### config.mk
export PLATFORM = sky130hd
export DESIGN_NAME = alu_arbiter_flat
export DESIGN_NICKNAME = d
export VERILOG_FILES = /design/src/rtl/alu_arbiter_pkg.sv /design/src/rtl/alu_arbiter_if.sv /design/src/rtl/alu_arbiter_rr_arb2.sv /design/src/rtl/alu_arbiter.sv /design/src/flat_wrapper.sv
export SDC_FILE = /design/constraint.sdc
export NUM_CORES = 1
export LEC_CHECK = 0
export ABC_AREA = 0
export CORE_ASPECT_RATIO = 2
export CORE_UTILIZATION = 43
export CTS_CLUSTER_SIZE = 12
export DETAILED_ROUTE_END_ITERATION = 16
export PLACE_DENSITY = 0.87
export SYNTH_ARGS = -nofsm -noshare
export SYNTH_HDL_FRONTEND = slang
export SYNTH_HIERARCHICAL = 1
export SYNTH_SLANG_ARGS = --single-unit
### constraint.sdc
create_clock -name clk_i -period 9.8 [get_ports clk_i]
set_input_delay 1.47 -clock clk_i [delete_from_list [all_inputs] [get_ports clk_i]]
set_output_delay 1.47 -clock clk_i [all_outputs]
set_load 0.03 [all_outputs]
### src/rtl/alu_arbiter_pkg.sv
// alu_arbiter_pkg
//   Shared definitions for the ALU arbiter slice: ALU control op encodings,
//   default widths and the arbiter FSM state type.
//   No ports (package).
//   Optional feature macro used by the slice: ALU_ARB_ILLEGAL_OP_EN.
package alu_arbiter_pkg;

  localparam int DATA_W_DEF = 32;
  localparam int OP_W_DEF   = 4;

  typedef enum logic [3:0] {
    OP_ADD     = 4'b0000,
    OP_AND     = 4'b0001,
    OP_OR      = 4'b0010,
    OP_XOR     = 4'b0011,
    OP_SUB     = 4'b0100,
    OP_SLT     = 4'b0101,
    OP_SLTU    = 4'b0110,
    OP_SLL     = 4'b1000,
    OP_SRL     = 4'b1001,
    OP_SRA     = 4'b1010,
    OP_INVALID = 4'b1111
  } alu_op_e;

  typedef enum logic [1:0] {
    ST_IDLE = 2'd0,
    ST_EXEC = 2'd1,
    ST_RESP = 2'd2
  } state_e;

endpackage

### src/rtl/alu_arbiter_if.sv
// alu_arbiter_if
//   Request/response bundle between the two requesters (issue side) and the
//   ALU arbiter. Signal suffixes are from the arbiter's point of view.
//   req_valid_i/req_ready_o : per-requester handshake (2 bits)
//   req_op_i/a_i/b_i        : per-requester payload, requester k in slice k
//   req_negzero_i           : per-requester branch-sense invert
//   rsp_valid_o/rsp_ready_i : response handshake
//   rsp_id_o/result_o/taken_o : response payload
//   rsp_err_o               : only with ALU_ARB_ILLEGAL_OP_EN defined
//   modports: slave (arbiter), master (requesters + response consumer)
interface alu_arbiter_if #(
  parameter int DATA_W = 32,
  parameter int OP_W   = 4
);
  logic [1:0]          req_valid_i;
  logic [1:0]          req_ready_o;
  logic [2*OP_W-1:0]   req_op_i;
  logic [2*DATA_W-1:0] req_a_i;
  logic [2*DATA_W-1:0] req_b_i;
  logic [1:0]          req_negzero_i;
  logic                rsp_valid_o;
  logic                rsp_ready_i;
  logic                rsp_id_o;
  logic [DATA_W-1:0]   rsp_result_o;
  logic                rsp_taken_o;
`ifdef ALU_ARB_ILLEGAL_OP_EN
  logic                rsp_err_o;
`endif

  modport slave (
    input  req_valid_i, req_op_i, req_a_i, req_b_i, req_negzero_i, rsp_ready_i,
    output req_ready_o, rsp_valid_o, rsp_id_o, rsp_result_o, rsp_taken_o
`ifdef ALU_ARB_ILLEGAL_OP_EN
    , output rsp_err_o
`endif
  );

  modport master (
    output req_valid_i, req_op_i, req_a_i, req_b_i, req_negzero_i, rsp_ready_i,
    input  req_ready_o, rsp_valid_o, rsp_id_o, rsp_result_o, rsp_taken_o
`ifdef ALU_ARB_ILLEGAL_OP_EN
    , input rsp_err_o
`endif
  );

endinterface

### src/rtl/alu_arbiter_rr_arb2.sv
// rr_arb2
//   Two-way round-robin picker. A lone valid requester wins; when both are
//   valid the one that did not win last time is picked.
//   valid_i[1:0]  in   request valids
//   last_grant_i  in   index of the most recent winner
//   grant_o[1:0]  out  one-hot grant, zero when nothing is valid
module rr_arb2 (
  input  logic [1:0] valid_i,
  input  logic       last_grant_i,
  output logic [1:0] grant_o
);

  always_comb begin
    grant_o = 2'b00;
    case (valid_i)
      2'b01:   grant_o = 2'b01;
      2'b10:   grant_o = 2'b10;
      2'b11:   grant_o = last_grant_i ? 2'b01 : 2'b10;
      default: grant_o = 2'b00;
    endcase
  end

endmodule

### src/rtl/alu_arbiter.sv
// alu_arbiter
//   Shares one combinational ALU between requester 0 (integer execute) and
//   requester 1 (branch/address unit). Round-robin grant, operand capture,
//   one EXEC cycle driving the ALU, registered response with branch outcome
//   (alu_zero_i ^ negzero).
//   clk_i, rst_i        clock, asynchronous active-high reset
//   bus (slave)         request/response bundle, see alu_arbiter_if
//   alu_op_o/a_o/b_o    out  drive to the shared ALU (held outside EXEC)
//   alu_result_i        in   ALU result
//   alu_zero_i          in   ALU zero flag
//   Macro ALU_ARB_ILLEGAL_OP_EN: op 4'b1111 is not sent to the ALU and is
//   answered with result 0, taken 0, rsp_err_o 1.
//
// state | meaning
// IDLE  | offering grant to one valid requester, waiting for handshake
// EXEC  | captured operands on the ALU, result registered at end of cycle
// RESP  | response presented, held until rsp_ready_i
module alu_arbiter
  import alu_arbiter_pkg::*;
#(
  parameter int DATA_W = DATA_W_DEF,
  parameter int OP_W   = OP_W_DEF
) (
  input  logic              clk_i,
  input  logic              rst_i,
  alu_arbiter_if.slave      bus,
  output logic [OP_W-1:0]   alu_op_o,
  output logic [DATA_W-1:0] alu_a_o,
  output logic [DATA_W-1:0] alu_b_o,
  input  logic [DATA_W-1:0] alu_result_i,
  input  logic              alu_zero_i
);

  state_e            state_q, state_d;
  logic              last_grant_q, last_grant_d;
  logic [1:0]        grant;
  logic [1:0]        req_ready;
  logic              accept;
  logic              sel;
  logic [OP_W-1:0]   op_sel;
  logic [DATA_W-1:0] a_sel, b_sel;

  logic [OP_W-1:0]   alu_op_q;
  logic [DATA_W-1:0] alu_a_q, alu_b_q;
  logic              negzero_q;
  logic              id_q;
  logic              rsp_id_q;
  logic [DATA_W-1:0] rsp_result_q;
  logic              rsp_taken_q;
`ifdef ALU_ARB_ILLEGAL_OP_EN
  logic              illegal_q;
  logic              rsp_err_q;
`endif

  rr_arb2 u_rr_arb2 (
    .valid_i      (bus.req_valid_i),
    .last_grant_i (last_grant_q),
    .grant_o      (grant)
  );

  assign sel    = grant[1];
  assign op_sel = sel ? bus.req_op_i[2*OP_W-1:OP_W]   : bus.req_op_i[OP_W-1:0];
  assign a_sel  = sel ? bus.req_a_i[2*DATA_W-1:DATA_W] : bus.req_a_i[DATA_W-1:0];
  assign b_sel  = sel ? bus.req_b_i[2*DATA_W-1:DATA_W] : bus.req_b_i[DATA_W-1:0];

  always_comb begin
    state_d      = state_q;
    last_grant_d = last_grant_q;
    req_ready    = 2'b00;
    accept       = 1'b0;
    case (state_q)
      ST_IDLE: begin
        req_ready = grant;
        if (|grant) begin
          accept       = 1'b1;
          last_grant_d = sel;
          state_d      = ST_EXEC;
        end
      end
      ST_EXEC: state_d = ST_RESP;
      ST_RESP: if (bus.rsp_ready_i) state_d = ST_IDLE;
      default: state_d = ST_IDLE;
    endcase
  end

  // Ready is combinational from valid, so it is masked while reset is held.
  assign bus.req_ready_o = rst_i ? 2'b00 : req_ready;

  always_ff @(posedge clk_i or posedge rst_i) begin
    if (rst_i) begin
      state_q      <= ST_IDLE;
      last_grant_q <= 1'b1;
      alu_op_q     <= '1;
      alu_a_q      <= '0;
      alu_b_q      <= '0;
      negzero_q    <= 1'b0;
      id_q         <= 1'b0;
      rsp_id_q     <= 1'b0;
      rsp_result_q <= '0;
      rsp_taken_q  <= 1'b0;
`ifdef ALU_ARB_ILLEGAL_OP_EN
      illegal_q    <= 1'b0;
      rsp_err_q    <= 1'b0;
`endif
    end else begin
      state_q      <= state_d;
      last_grant_q <= last_grant_d;
      if (accept) begin
        id_q      <= sel;
        negzero_q <= sel ? bus.req_negzero_i[1] : bus.req_negzero_i[0];
`ifdef ALU_ARB_ILLEGAL_OP_EN
        illegal_q <= (op_sel == OP_W'(OP_INVALID));
        // An illegal op leaves the ALU inputs untouched.
        if (op_sel != OP_W'(OP_INVALID)) begin
          alu_op_q <= op_sel;
          alu_a_q  <= a_sel;
          alu_b_q  <= b_sel;
        end
`else
        alu_op_q <= op_sel;
        alu_a_q  <= a_sel;
        alu_b_q  <= b_sel;
`endif
      end
      if (state_q == ST_EXEC) begin
        rsp_id_q <= id_q;
`ifdef ALU_ARB_ILLEGAL_OP_EN
        if (illegal_q) begin
          rsp_result_q <= '0;
          rsp_taken_q  <= 1'b0;
          rsp_err_q    <= 1'b1;
        end else begin
          rsp_result_q <= alu_result_i;
          rsp_taken_q  <= alu_zero_i ^ negzero_q;
          rsp_err_q    <= 1'b0;
        end
`else
        rsp_result_q <= alu_result_i;
        rsp_taken_q  <= alu_zero_i ^ negzero_q;
`endif
      end
    end
  end

  assign alu_op_o         = alu_op_q;
  assign alu_a_o          = alu_a_q;
  assign alu_b_o          = alu_b_q;
  assign bus.rsp_valid_o  = (state_q == ST_RESP);
  assign bus.rsp_id_o     = rsp_id_q;
  assign bus.rsp_result_o = rsp_result_q;
  assign bus.rsp_taken_o  = rsp_taken_q;
`ifdef ALU_ARB_ILLEGAL_OP_EN
  assign bus.rsp_err_o    = rsp_err_q;
`endif

endmodule

### src/flat_wrapper.sv
// flat-port wrapper written by rule: the top's interface ports become plain ports
module alu_arbiter_flat import alu_arbiter_pkg::*;
#(
  parameter int DATA_W = DATA_W_DEF,
  parameter int OP_W   = OP_W_DEF
)
  (clk_i, rst_i, alu_op_o, alu_a_o, alu_b_o, alu_result_i, alu_zero_i, bus_req_valid_i, bus_req_op_i, bus_req_a_i, bus_req_b_i, bus_req_negzero_i, bus_rsp_ready_i, bus_req_ready_o, bus_rsp_valid_o, bus_rsp_id_o, bus_rsp_result_o, bus_rsp_taken_o);
  alu_arbiter_if #(.DATA_W(DATA_W), .OP_W(OP_W)) bus_i ();
  input  logic clk_i;
  input  logic rst_i;
  output logic [OP_W-1:0] alu_op_o;
  output logic [DATA_W-1:0] alu_a_o;
  output logic [DATA_W-1:0] alu_b_o;
  input  logic [DATA_W-1:0] alu_result_i;
  input  logic alu_zero_i;
  input wire logic [$bits(bus_i.req_valid_i)-1:0] bus_req_valid_i;
  input wire logic [$bits(bus_i.req_op_i)-1:0] bus_req_op_i;
  input wire logic [$bits(bus_i.req_a_i)-1:0] bus_req_a_i;
  input wire logic [$bits(bus_i.req_b_i)-1:0] bus_req_b_i;
  input wire logic [$bits(bus_i.req_negzero_i)-1:0] bus_req_negzero_i;
  input wire logic [$bits(bus_i.rsp_ready_i)-1:0] bus_rsp_ready_i;
  output wire logic [$bits(bus_i.req_ready_o)-1:0] bus_req_ready_o;
  output wire logic [$bits(bus_i.rsp_valid_o)-1:0] bus_rsp_valid_o;
  output wire logic [$bits(bus_i.rsp_id_o)-1:0] bus_rsp_id_o;
  output wire logic [$bits(bus_i.rsp_result_o)-1:0] bus_rsp_result_o;
  output wire logic [$bits(bus_i.rsp_taken_o)-1:0] bus_rsp_taken_o;
  assign bus_i.req_valid_i = bus_req_valid_i;
  assign bus_i.req_op_i = bus_req_op_i;
  assign bus_i.req_a_i = bus_req_a_i;
  assign bus_i.req_b_i = bus_req_b_i;
  assign bus_i.req_negzero_i = bus_req_negzero_i;
  assign bus_i.rsp_ready_i = bus_rsp_ready_i;
  assign bus_req_ready_o = bus_i.req_ready_o;
  assign bus_rsp_valid_o = bus_i.rsp_valid_o;
  assign bus_rsp_id_o = bus_i.rsp_id_o;
  assign bus_rsp_result_o = bus_i.rsp_result_o;
  assign bus_rsp_taken_o = bus_i.rsp_taken_o;
  alu_arbiter #(.DATA_W(DATA_W), .OP_W(OP_W)) u_core (.clk_i(clk_i), .rst_i(rst_i), .bus(bus_i), .alu_op_o(alu_op_o), .alu_a_o(alu_a_o), .alu_b_o(alu_b_o), .alu_result_i(alu_result_i), .alu_zero_i(alu_zero_i));
endmodule
### Routing congestion map

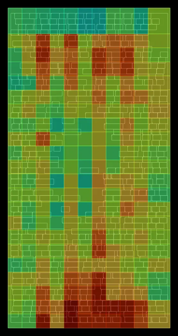
M2 GR Usage: 41.8%
WL/cell: 18.9 um
Tot GR Track Use: 22.7%
final core occ: 70.6%
routing usage on met3: 4.38%

### Clock network drawn from the DEF

(3 px per um)
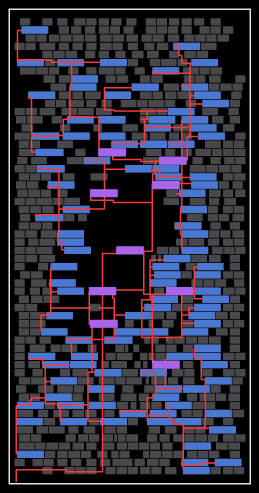
legend:
  purple:
    item: clock drivers
    count: 9
  red:
    item: clock wires
    length: 1,170 um
  blue:
    item: flip-flops
    count: 107
routed clock nets: 10

### Placement density heat map

(3 px per um) The die is cut into 8 by 16 equal tiles; dark blue is low, red is high, 0 to 100% covered.
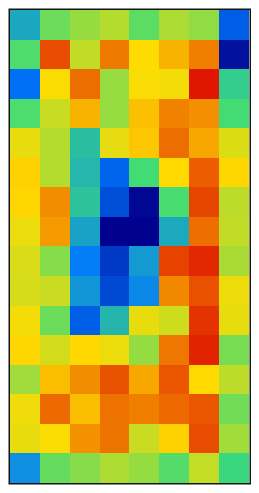
nearly empty tiles: 2.3%
tiles over 75% full: 37%
mean over tiles: 65%
emptiest ninth of the die: middle

### Port wiring

(2 px per um)
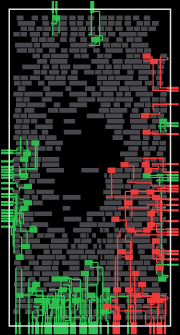
legend:
  red:
    port: `alu_result_i`
    bits: 32
    direction: input
    end_cells: 32
    wire: 889 um
  green:
    port: `bus_req_b_i`
    bits: 64
    direction: input
    end_cells: 32
    wire: 1,350 um

==> results.py <==
# Flow results
metrics = {
    "status": {
        "outcome": "finished clean",
    },
    "sta": {
        "drv_slew": 0,
        "finalCritPeriodShare_pct": 52.9,
    },
    "synthesis": {
        "ys_cells": 317,
        "synth_area_sq_um": 5210,
        "numSynthFlops": 107,
        "ys_top_logic_family": "multiplexers",
        "ys_sh_mux_pct": 42.0,
        "synth_cell_types": 21,
        "adder_share_pct": 0,
        "postSynthAreaPerCell_sq_um": 16.4,
        "top_area_cell": "dfrtp_1",
        "ys_sh_simple_pct": 0.841,
        "common_cells": "102 x dfrtp_1, 69 x mux2_2, 69 x mux2_4, 33 x mux2_1, 8 x buf_2",
        "flop_cell": "dfrtp_1",
    },
    "pwr": {
        "pwr-share-comb_pct": 58.8,
        "top_power_group": "combinational logic",
        "vdd_drop_max_mv": 0.211,
        "pwr.group.clock_mw": 0.349,
        "swShare_pct": 39.7,
        "seqPwrFrac_pct": 28.9,
    },
    "global_route": {
        "grt_max_degree": 89,
        "top_usage_layer": "met2",
        "grt_use_met1_pct": 24.1,
    },
    "layout": {
        "syn2layout_area_growth_pct": 59.7,
        "diodes": 0,
        "drive_gt1_share_pct": 28.0,
        "ff_count": 107,
    },
    "floorplan": {
        "die_area_sq_um": 12600,
        "die_h_um": 158,
    },
    "run": {
        "maxCapViolations": 0,
    },
    "worst_setup_path": {
        "criticalPathCategory": "in -> out",
        "required_ps": 8330,
        "critical_path.cell_chain": "clkdlybuf4s50_1 -> a21boi_4 -> buf_4 -> and2_1 -> clkdlybuf4s50_1",
        "crit_path_end": "bus_req_ready_o[1]",
        "cpPeakStageDelay_ps": 690,
        "crit_path_max_fanout": 73,
    },
    "clock_network": {
        "clk_latency_ps": 340,
        "htreeDepth": 3,
        "cts_tree": "done",
    },
    "routing": {
        "ant_nets": 0,
        "dr_wl_met2_um": 7900,
        "route.met3.wl_um": 810,
        "drc_errors": 0,
        "wl_met1_um": 4720,
    },
    "placed_design": {
        "place_hpwl_um": 10700,
        "pre_cts_slack_ps": 4560,
    },
    "hold_path": {
        "hp-class": "reg -> reg",
    },
}
-- flip-flops by register name, summed over array words and instances, names as in the netlist --
register	cells
u_core/bus.rsp_id_o	1
u_core/alu_a_o	32
u_core/alu_op_o	4
u_core/negzero_q	1
u_core/bus.rsp_result_o	32
u_core/last_grant_q	1
u_core/id_q	1
u_core/state_q	2
u_core/bus.rsp_taken_o	1
u_core/alu_b_o	32
-- placed cells by master (no fill, tap or decap) --
| cell type | Yosys | layout |
|---|---|---|
| clkinv_8 | 0 | 1 |
| a21boi_4 | 0 | 1 |
| buf_4 | 3 | 4 |
| mux2_4 | 69 | 69 |
| xnor2_1 | 1 | 1 |
| clkdlybuf4s50_1 | 0 | 280 |
| o21ai_1 | 2 | 2 |
| inv_8 | 0 | 2 |
| clkinv_4 | 0 | 1 |
| o21a_4 | 0 | 1 |
| a21boi_1 | 1 | 1 |
| mux2_2 | 69 | 69 |
| dfrtp_1 | 102 | 102 |
| and2_1 | 2 | 2 |
| nand2b_1 | 2 | 2 |
| inv_4 | 0 | 1 |
| dfstp_2 | 5 | 5 |
| nor2_2 | 1 | 1 |
| mux2_1 | 33 | 33 |
| nor3_1 | 1 | 1 |
| clkinvlp_4 | 0 | 2 |
| nand2_1 | 2 | 2 |
| clkbuf_16 | 0 | 9 |
| inv_6 | 0 | 1 |
| a22o_1 | 2 | 2 |
| inv_1 | 3 | 2 |
-- critical path, delay by kind of cell --
kind | cells | cell delay (ps)
buffers and inverters | 3 | 1840
AND/OR/NAND/NOR | 1 | 240
AND-OR/OR-AND | 1 | 170
-- stage by stage --
step / instances / util (%) / hold slack [ps]
after CTS: 742 / 70.6 / 497
after detailed placement: 726 / 68.1 / 480
after global routing: 742 / 70.6 / 510
after floorplan: 317 / - / 459
final: 742 / 70.6 / 490
after global placement: 726 / 68.1 / 473
No activity file was given, so power comes from the tool's default toggle rates.
